File: config.mk
export PLATFORM = sky130hd
export DESIGN_NAME = dma_stream_stim_gen
export DESIGN_NICKNAME = d
export VERILOG_FILES = /design/src/rtl/dma_stream_stim_gen.sv
export SDC_FILE = /design/constraint.sdc
export NUM_CORES = 1
export LEC_CHECK = 0
export CAP_MARGIN = 20
export CORE_AREA = 5 5 230 232
export DETAILED_ROUTE_END_ITERATION = 8
export DIE_AREA = 0 0 235 237
export PLACE_DENSITY = 0.56
export SLEW_MARGIN = 20
export SYNTH_ARGS = -nofsm -noshare
export SYNTH_HDL_FRONTEND = slang
export SYNTH_SLANG_ARGS = --single-unit
File: constraint.sdc
create_clock -name clk -period 4.8 [get_ports clk]
set_input_delay 0.96 -clock clk [delete_from_list [all_inputs] [get_ports clk]]
set_output_delay 0.96 -clock clk [all_outputs]
set_load 0.01 [all_outputs]
File: src/rtl/dma_stream_stim_gen.sv
// Numbered-beat traffic source for the C2H DMA path with fixed, ramp or LFSR inter-beat gaps.
// Gap cycles only elapse while the sink is ready, so backpressure stretches gaps and holds beats.
module dma_stream_stim_gen #(
  parameter int DATA_W = 512,
  parameter int CNT_W  = 32,
  parameter int GAP_W  = 5
) (
  input  logic              clk,
  input  logic              rst_en,
  input  logic              start,
  input  logic              stop,
  input  logic [1:0]        mode,
  input  logic [GAP_W-1:0]  gap_cfg,
  input  logic [15:0]       seed,
  input  logic [CNT_W-1:0]  beat_total,
  input  logic              data_next,
  output logic              io_enable,
  output logic [DATA_W-1:0] io_data,
  output logic              busy,
  output logic              done,
  output logic [CNT_W-1:0]  beat_cnt
);

  typedef enum logic [1:0] {IDLE, GAP, EMIT} state_t;

  state_t           state;
  logic [CNT_W-1:0] seq;
  logic [GAP_W-1:0] k;
  logic [GAP_W-1:0] gap_left;
  logic [15:0]      lfsr;
  logic             stop_pending;

  function automatic logic [15:0] lfsr_step(input logic [15:0] v);
    return (v >> 1) ^ (v[0] ? 16'hB400 : 16'h0000);
  endfunction

  function automatic logic [GAP_W-1:0] gap_of(input logic [1:0] m, input logic [GAP_W-1:0] cfg,
                                               input logic [GAP_W-1:0] kk, input logic [15:0] l);
    case (m)
      2'd1:    return cfg + kk;
      2'd2:    return l[GAP_W-1:0];
      default: return cfg;
    endcase
  endfunction

  logic [15:0]       seed_fix;
  logic [15:0]       lfsr_adv;
  logic [GAP_W-1:0]  k_inc;
  logic [GAP_W-1:0]  gap_start;
  logic [GAP_W-1:0]  gap_after;
  logic [CNT_W-1:0]  cnt_inc;
  logic              last_beat;
  logic [CNT_W-1:0]  pat_src;
  logic [DATA_W-1:0] pattern;

  assign seed_fix  = (seed == 16'd0) ? 16'd1 : seed;
  assign lfsr_adv  = lfsr_step(lfsr);
  assign k_inc     = k + 1'b1;
  assign gap_start = gap_of(mode, gap_cfg, '0, seed_fix);
  assign gap_after = gap_of(mode, gap_cfg, k_inc, lfsr_adv);
  assign cnt_inc   = beat_cnt + 1'b1;
  assign last_beat = ((beat_total != '0) && (cnt_inc == beat_total)) || stop_pending || stop;

  // In EMIT the payload being loaded belongs to the beat after the one being accepted.
  assign pat_src = (state == EMIT) ? seq + 1'b1 : seq;

  localparam int NCH = (DATA_W + CNT_W - 1) / CNT_W;
  for (genvar gi = 0; gi < NCH; gi++) begin : g_chunk
    localparam int LO = gi * CNT_W;
    localparam int W  = (DATA_W - LO < CNT_W) ? (DATA_W - LO) : CNT_W;
    assign pattern[LO +: W] = pat_src[W-1:0];
  end

  always_ff @(posedge clk or posedge rst_en) begin
    if (rst_en) begin
      state        <= IDLE;
      seq          <= '0;
      k            <= '0;
      gap_left     <= '0;
      lfsr         <= 16'd1;
      stop_pending <= 1'b0;
      io_enable    <= 1'b0;
      io_data      <= '0;
      busy         <= 1'b0;
      done         <= 1'b0;
      beat_cnt     <= '0;
    end else begin
      done <= 1'b0;
      case (state)
        IDLE: begin
          if (!stop && start) begin
            beat_cnt <= '0;
            seq      <= {{(CNT_W-1){1'b0}}, 1'b1};
            k        <= '0;
            lfsr     <= seed_fix;
            gap_left <= gap_start;
            busy     <= 1'b1;
            state    <= GAP;
          end
        end
        GAP: begin
          if (stop) begin
            busy         <= 1'b0;
            done         <= 1'b1;
            stop_pending <= 1'b0;
            state        <= IDLE;
          end else if (data_next) begin
            if (gap_left != '0) begin
              gap_left <= gap_left - 1'b1;
            end else begin
              io_enable <= 1'b1;
              io_data   <= pattern;
              state     <= EMIT;
            end
          end
        end
        EMIT: begin
          if (data_next) begin
            beat_cnt <= cnt_inc;
            seq      <= seq + 1'b1;
            k        <= k_inc;
            lfsr     <= lfsr_adv;
            if (last_beat) begin
              io_enable    <= 1'b0;
              busy         <= 1'b0;
              done         <= 1'b1;
              stop_pending <= 1'b0;
              state        <= IDLE;
            end else if (gap_after == '0) begin
              io_data <= pattern;
            end else begin
              // The accepting edge itself counts as the first idle cycle.
              io_enable <= 1'b0;
              gap_left  <= gap_after - 1'b1;
              state     <= GAP;
            end
          end else if (stop) begin
            stop_pending <= 1'b1;
          end
        end
        default: state <= IDLE;
      endcase
    end
  end

endmodule

Routing congestion:
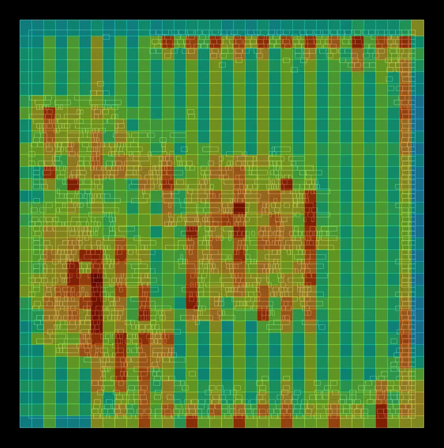
Final Util: 32.4%
total global routing track utilization: 14.3%
met1 usage: 16.7%

Where the registers sit:
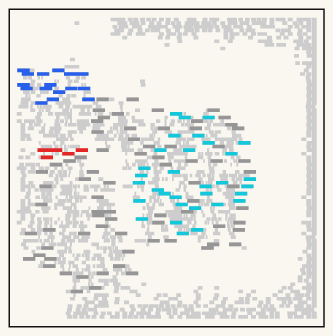
blue -> lfsr  # flops 16, where north-west
red -> k  # flops 5, where west
cyan -> seq  # flops 32, where center
not colored = 75
register share of the cell area: 19.5%
FF+latch area: 3200 µm²
power in sequential cells: 2060 µW

Clock wires, drivers and flops:
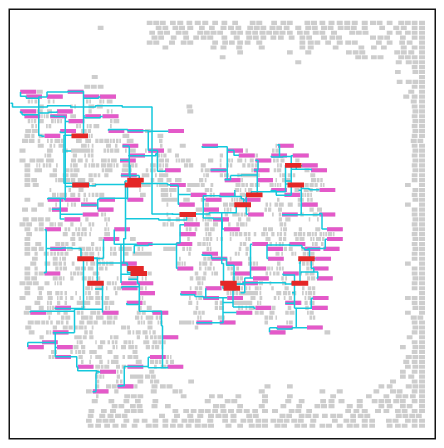
cyan -> clock wires  # length 2,190 µm
magenta -> flip-flops  # count 128
red -> clock drivers  # count 17
routed clock nets = 18

==> notes.md <==
Status of the implementation.

- The critical path goes through clkdlybuf4s50_1 > ha_1 > inv_1 > fa_1 > inv_1 > a221oi_1 > a21oi_1 > or2_2 > nor4b_1 > nand3_1 > buf_4 > nor4b_1 > nor3_1 > o22a_1.
- The number of gates resized after CTS was 0.
- The final-stage net count is 1,732, for reference.
- The initial antenna violation count was 0.
- The first-pass detailed-route iteration total is 5, for reference.
- The power of the clock network is 1490 µW, for reference.
- The number of setup buffers added after CTS is 0, for reference.
- In this run switching power makes up 39.8% of total power.
- The last timing report of the flow puts the setup violation total at 0.
- The launch point of the worst path is gap_cfg[0], for reference.
- The flow ran to the end, and the final reports show no timing, DRC or antenna violations.
- The clock period could shrink to 4320 ps.
- The cell count along the critical path is 14, for reference.
- After layout, the setup clock skew is reported as 14.9 ps.
- Dividing the detail-routed via count by the number of cells gives 4.72.
- The layout-stage area growth over the synthesis result is 30.9%, for reference.
- The root buffer cell is clkbuf_16, for reference.
- Broken down by cell family, the worst path's largest delay share belongs to simple AND/OR/NAND/NOR gates.
- The data required time at the worst endpoint is 5110 ps, for reference.
- Setup repair after global routing left no endpoint under its margin.
- The post-route report lists met1 wire length as 16.9 mm.
- The number of global-route vias before repair is 10.7k, for reference.
- In the Yosys report the total cell count is 1,574.
- The post-cts hold-fix buffer tally is 0, for reference.
- The commonest register cell is dfrtp_1.
- The end of the worst hold path is lfsr[7]$_DFFE_PP0P_, for reference.
- After detailed routing, the average wire length per cell comes to 18.2 µm.
- VDD sags by at most 0.338 mV.
- Per the final report, max-transition violations number 0.
- The TritonCTS clock tree is done, for reference.
- The number of primary I/O pins is 607, for reference.
- The fraction of post-synthesis cell area in the top cell type by area is 28.7%, for reference.
- Summed over all failing endpoints, the final setup total negative slack is 0 ps.
- The proportion of power drawn by the clock network is 15.1%, for reference.
- After legalization and detailed placement, the total HPWL measured 32.1 mm.
- The routed design uses 2.68 mm of met3 wire.
- The async set-reset flop share out of synthesis is 100%, for reference.
- For this configuration, the core starts out at a cell density of 24.8%.
- The main area contributors are buf_4 29%, dfrtp_1 25%, nand2_1 4.2%, o21ai_0 3.6%, o31ai_1 2.7%.
- The share of total power dissipated in combinational logic is 63.9%.
- The worst setup path is captured at a register.
- The endpoint of the worst register-to-register path is gap_left[3]$_DFFE_PP0P_, for reference.
- The clock-pin slew of the registers on the worst-case setup and hold paths is 60 ps, for reference.
- The number of maximum-capacitance constraint violations is 0, for reference.
- The DRC violation total left in the routed layout is recorded as 0.
- The routed wire length is 42.7 mm, for reference.
- The pin count of the biggest net entering global routing is 81, for reference.
- After layout, the design draws a total of 9830 µW.
- The worst hold path begins at lfsr[7]$_DFFE_PP0P_.
- The cell with the largest stage delay on the worst path is nor4b_1, for reference.
- In this run the register-to-register setup slack is 530 ps.
- Per report_power, the Combinational row totals 6280 µW.
- The flow reports an fmax of 0.231 GHz.
- In the final report, the number of hold violations comes to 0.
- At the worst endpoint, the arrival time is 4630 ps.
- Summed over all cells, the static leakage comes to 0.00611 µW.
- The detail route stage leaves a number of antenna-violating nets equal to 0.
- The met3 usage in global routing is 3.09%, for reference.
- The detailed router's first-iteration violation count is 747, for reference.
- The placer congestion estimate is 0.870, for reference.
- The transition time at the pin with the least slew margin is 946 ps, for reference.
- STA classifies the critical path startpoint as an input pin.
- The highest metal layer carrying signal wires in the routed design is met4.
- Of the total power, registers draw 21.0%.
Cells colored by class:
Scale bar: 50 µm.
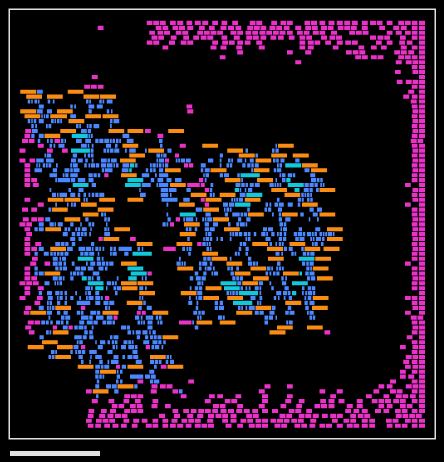
blue -> combinational and other logic  # cells 875
orange -> flops  # cells 128
cyan -> clock drivers and dummy loads  # cells 32
magenta -> other buffers and delay cells  # cells 634
standard-cell rows: 83
standard cell core area: 50,800 µm²

Supply network:
Pins as bars on the die edge. Tap cells in gray.
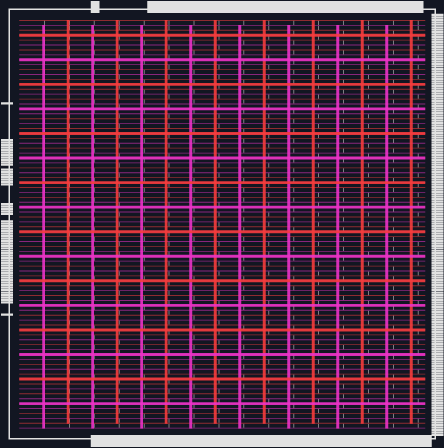
red -> VDD
magenta -> VSS
tap cells = 680
met4 straps = 16
met1 rails = 84
horizontal die dimension: 235 µm
vertical die size: 237 µm

state kept, by name, summed over array words and instances (netlist names):
signal,flops
beat_cnt,32
seq,32
gap_left,5
lfsr,16
done,1
k,5
io_enable,1
stop_pending,1
busy,1
io_data,32
state,2
per-stage QoR:
step	worst slack [ps]	hold WS, ps	instances	area (µm²)
6_report	479	481	2349	16500
5_1_grt	320	514	2349	16500
4_1_cts	575	484	2349	16500
3_5_place_dp	145	473	2317	15800
3_3_place_gp	190	462	2317	15800
2_1_floorplan	429	450	1574	12600
worst reg2reg max path, delay by kind of cell (launching register included):
| family | cells | cell delay, ps |
|---|---|---|
| compound gates | 3 | 1030 |
| flops | 1 | 540 |
| mux | 1 | 380 |
| simple gates | 4 | 1880 |
| fa+ha+maj | 1 | 330 |
layout make-up:
type	instances	area share (%)
Tap cell	680	5.17
Sequential cell	128	19.5
Clock buffer	19	2.75
Inverter	31	0.722
Clock inverter	13	1.26
Multi-Input combinational cell	844	32.3
Timing Repair Buffer	634	38.3
logic make-up (layout without fill, tap and decap cells):
logic type | after synthesis | count (layout) | synth area share (%)
and+or+nand+nor | 446 | 446 | 18.5
xor gates and xnor gates | 48 | 48 | 3.34
adders and majority gates | 16 | 16 | 1.65
buffers and inverters | 602 | 697 | 32.4
muxes | 33 | 33 | 2.78
AOI/OAI and AO/OA | 301 | 301 | 15.8
DFF | 128 | 128 | 25.5
layout by cell type (no fill, tap or decap), drive strengths merged, types with 9 or more instances in the layout:
cell and n:
nor3 27, mux2i 23, a32oi 10, inv 33, ha 15, mux2 10
nand3 53, xnor2 32, o21ai 91, nand2b 10, nor2 61, a221oi 10
clkbuf 19, xor2 16, nor4 46, o31ai 45, a211oi 9, buf 28
o211ai 18, and3 23, dfrtp 127, nand2 141, clkdlybuf4s50 606, a21oi 48
o22a 12, nand4 39
Power and IR drop assume default switching activity.
